===== src/rtl/grid_frame_streamer.sv =====
// Reads the Game-of-Life grid out of the frame BRAM and streams it as AXI4-Stream video.
// One current word plus one prefetch word keep tvalid continuous; at most one BRAM read is in flight.
module grid_frame_streamer #(
  parameter int          H_RES     = 1280,
  parameter int          V_RES     = 720,
  parameter int          WORD_W    = 32,
  parameter int          ADDR_W    = 15,
  parameter logic [23:0] ALIVE_RGB = 24'hFFFFFF,
  parameter logic [23:0] DEAD_RGB  = 24'h000000
) (
  input  logic              out_stream_aclk,
  input  logic              rst,
  input  logic              enable,
  input  logic              calc_flag,
  output logic [ADDR_W-1:0] read_addr,
  output logic              read_en,
  input  logic [WORD_W-1:0] read_data,
  output logic [31:0]       out_stream_tdata,
  output logic              out_stream_tvalid,
  input  logic              out_stream_tready,
  output logic              out_stream_tuser,
  output logic              out_stream_tlast,
  output logic              frame_busy,
  output logic              frame_done
);

  localparam int TOTAL_WORDS = V_RES * H_RES / WORD_W;
  localparam int X_W   = (H_RES > 1) ? $clog2(H_RES) : 1;
  localparam int Y_W   = (V_RES > 1) ? $clog2(V_RES) : 1;
  localparam int B_W   = (WORD_W > 1) ? $clog2(WORD_W) : 1;
  localparam int CNT_W = ADDR_W + 1;

  typedef enum logic [1:0] {IDLE, STREAM, DONE} state_t;

  state_t            state, state_nxt;
  logic [WORD_W-1:0] cur_word, pf_word;
  logic              cur_vld, pf_vld, ret_pending;
  logic [B_W-1:0]    bit_cnt;
  logic [X_W-1:0]    x;
  logic [Y_W-1:0]    y;
  logic [CNT_W-1:0]  issued;

  logic hs, word_end, last_pix, cur_free, pf_take, start, issue;

  assign hs       = cur_vld && out_stream_tready;
  assign word_end = hs && (bit_cnt == B_W'(WORD_W - 1));
  assign last_pix = hs && (x == X_W'(H_RES - 1)) && (y == Y_W'(V_RES - 1));
  assign cur_free = !cur_vld || word_end;
  assign pf_take  = pf_vld && cur_free;
  assign start    = (state == IDLE) && enable && !calc_flag;
  // ret_pending covers the cycle the data is on read_data, so one outstanding read at most
  assign issue    = (state == STREAM) && !read_en && !ret_pending &&
                    (!pf_vld || pf_take) && (issued < CNT_W'(TOTAL_WORDS));

  assign out_stream_tvalid = cur_vld;
  assign out_stream_tdata  = cur_vld ? {8'h00, (cur_word[0] ? ALIVE_RGB : DEAD_RGB)} : 32'h0;
  assign out_stream_tuser  = cur_vld && (x == '0) && (y == '0);
  assign out_stream_tlast  = cur_vld && (x == X_W'(H_RES - 1));

  always_comb begin
    state_nxt  = state;
    frame_busy = 1'b0;
    frame_done = 1'b0;
    case (state)
      IDLE:   if (start) state_nxt = STREAM;
      STREAM: begin
        frame_busy = 1'b1;
        if (last_pix) state_nxt = DONE;
      end
      DONE: begin
        frame_busy = 1'b1;
        frame_done = 1'b1;
        state_nxt  = IDLE;
      end
      default: state_nxt = IDLE;
    endcase
  end

  always_ff @(posedge out_stream_aclk) begin
    if (rst) begin
      state       <= IDLE;
      read_en     <= 1'b0;
      read_addr   <= '0;
      issued      <= '0;
      ret_pending <= 1'b0;
      cur_word    <= '0;
      cur_vld     <= 1'b0;
      pf_word     <= '0;
      pf_vld      <= 1'b0;
      bit_cnt     <= '0;
      x           <= '0;
      y           <= '0;
    end else begin
      state       <= state_nxt;
      read_en     <= start || issue;
      ret_pending <= read_en;

      if (start) begin
        read_addr <= '0;
        issued    <= CNT_W'(1);
      end else if (issue) begin
        read_addr <= issued[ADDR_W-1:0];
        issued    <= issued + CNT_W'(1);
      end

      // Current word: refill from prefetch first, else straight from the returning read
      if (cur_free) begin
        bit_cnt <= '0;
        if (pf_vld) begin
          cur_word <= pf_word;
          cur_vld  <= 1'b1;
        end else if (ret_pending) begin
          cur_word <= read_data;
          cur_vld  <= 1'b1;
        end else begin
          cur_vld  <= 1'b0;
        end
      end else if (hs) begin
        cur_word <= cur_word >> 1;
        bit_cnt  <= bit_cnt + B_W'(1);
      end

      if (ret_pending && !(cur_free && !pf_vld)) begin
        pf_word <= read_data;
        pf_vld  <= 1'b1;
      end else if (pf_take) begin
        pf_vld  <= 1'b0;
      end

      if (start) begin
        x <= '0;
        y <= '0;
      end else if (hs) begin
        if (x == X_W'(H_RES - 1)) begin
          x <= '0;
          if (y != Y_W'(V_RES - 1)) y <= y + Y_W'(1);
        end else begin
          x <= x + X_W'(1);
        end
      end
    end
  end

endmodule


===== config.mk =====
export PLATFORM = sky130hd
export DESIGN_NAME = grid_frame_streamer
export DESIGN_NICKNAME = d
export VERILOG_FILES = /design/src/rtl/grid_frame_streamer.sv
export SDC_FILE = /design/constraint.sdc
export NUM_CORES = 1
export LEC_CHECK = 0
export CAP_MARGIN = 20
export CORE_MARGIN = 2
export CORE_UTILIZATION = 55
export DETAILED_ROUTE_END_ITERATION = 10
export PLACE_DENSITY = 0.87
export SYNTH_ARGS = -nofsm -noshare
export SYNTH_HDL_FRONTEND = slang
export SYNTH_SLANG_ARGS = --single-unit
export TNS_END_PERCENT = 20

===== constraint.sdc =====
create_clock -name out_stream_aclk -period 4.2 [get_ports out_stream_aclk]
set_clock_uncertainty 0.15 [all_clocks]
set_input_delay 0.84 -clock out_stream_aclk [delete_from_list [all_inputs] [get_ports out_stream_aclk]]
set_output_delay 0.84 -clock out_stream_aclk [all_outputs]
set_load 0.005 [all_outputs]

==> flow_metrics.py <==
# Generated from Yosys and OpenROAD reports
metrics = {
    "outcome": {
        "status": "finished clean",
    },
    "global_routing": {
        "grt_pass1_wl_um": 21900,
        "grt_pass1_vias": 4911,
        "antenna_found_initial": 0,
        "grt_max_degree": 78,
    },
    "final_layout": {
        "n_all_inverters": 9,
        "area_delta_synth_final_pct": 21.3,
        "final-comb-area_um2": 2950,
        "seq_cells": 127,
        "layout_top_cell": "dfxtp_1",
        "postLayoutCellArea_um2": 7160,
    },
    "setup_path": {
        "cp-start-kind": "flop",
        "path_max_fanout": 10,
        "crit_family": "simple AND/OR/NAND/NOR gates",
        "path_cells": "or4b_1 > nor3_1 > and4_1 > clkdlybuf4s50_1",
        "worst-setup-path-type": "reg -> out",
        "cp_slowest_cell": "dfxtp_1",
        "rr_endpoint": "issued[4]$_SDFFE_PP0P_",
    },
    "drt": {
        "routed-wl-met2_um": 6590,
    },
    "timing": {
        "setup_viol": 0,
        "rsz0062_at_grt": "false",
        "fin_crit_sh_pct": 80.2,
        "relSlewSlack_pct": 32.7,
        "slew_violations": 0,
        "post-route-min-period_ns": 3.37,
    },
    "logic_synthesis": {
        "yosys.cell_count.top_type": "dfxtp_1",
        "ys_warn_count": 0,
        "ys_sh_simple_pct": 21.7,
        "synthCells": 722,
        "ys_cells": 722,
        "ys_sh_xor_pct": 4.30,
        "yosysChipArea_um2": 5900,
        "logic_family": "simple AND/OR/NAND/NOR gates",
        "adder_share_pct": 2.54,
    },
    "pwr": {
        "p_sw_w": 0.000924,
        "leakage_nw": 2.50,
        "irDropWorstVdd_mv": 0.316,
    },
    "die": {
        "pin_count": 90,
        "core_util_floorplan_pct": 56.9,
        "fp.dieW_um": 108,
    },
    "placement": {
        "pre_cts_slack_ns": 0.793,
    },
    "hold_path": {
        "holdPathStages": 2,
    },
    "clock_tree": {
        "cts_resized": 0,
    },
}
met1.png
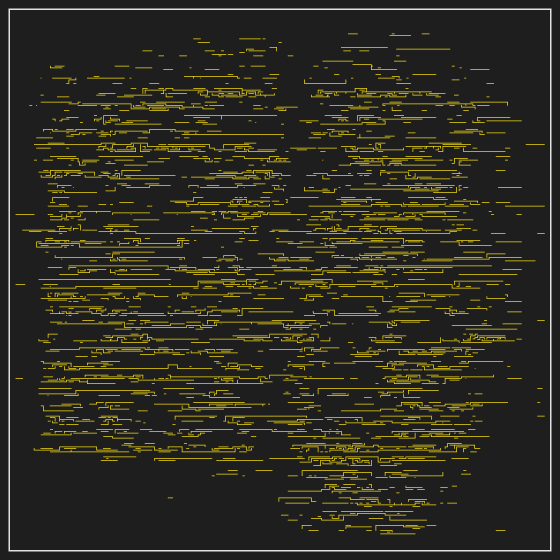
The layer holds 42% of the routed length. The wires run mostly horizontal.

met3.png
The bar under the picture is 20 um long.
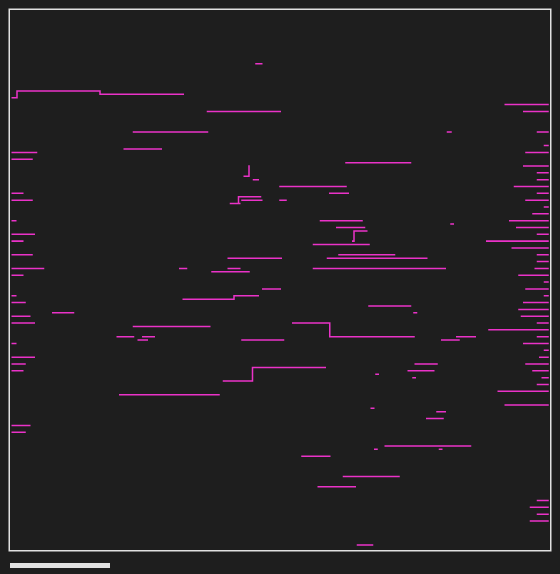
The longest straight run is 26.2 um. The layer carries 667 um of wire.

wire_density.png
The bar under the picture is 20 um long. The die is cut into 22 by 22 equal tiles; dark blue is low, red is high, scaled to the fullest tile. Values are wire area over tile area, all layers added.
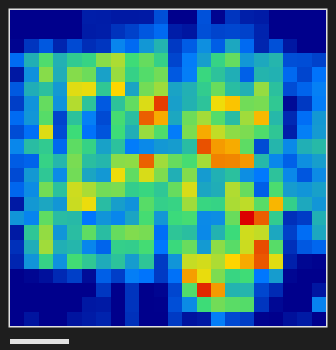
The fullest tile reaches 0.53. 13% of the tiles are nearly empty. The densest ninth of the die: center.

Power is estimated from default activity; no workload was simulated.
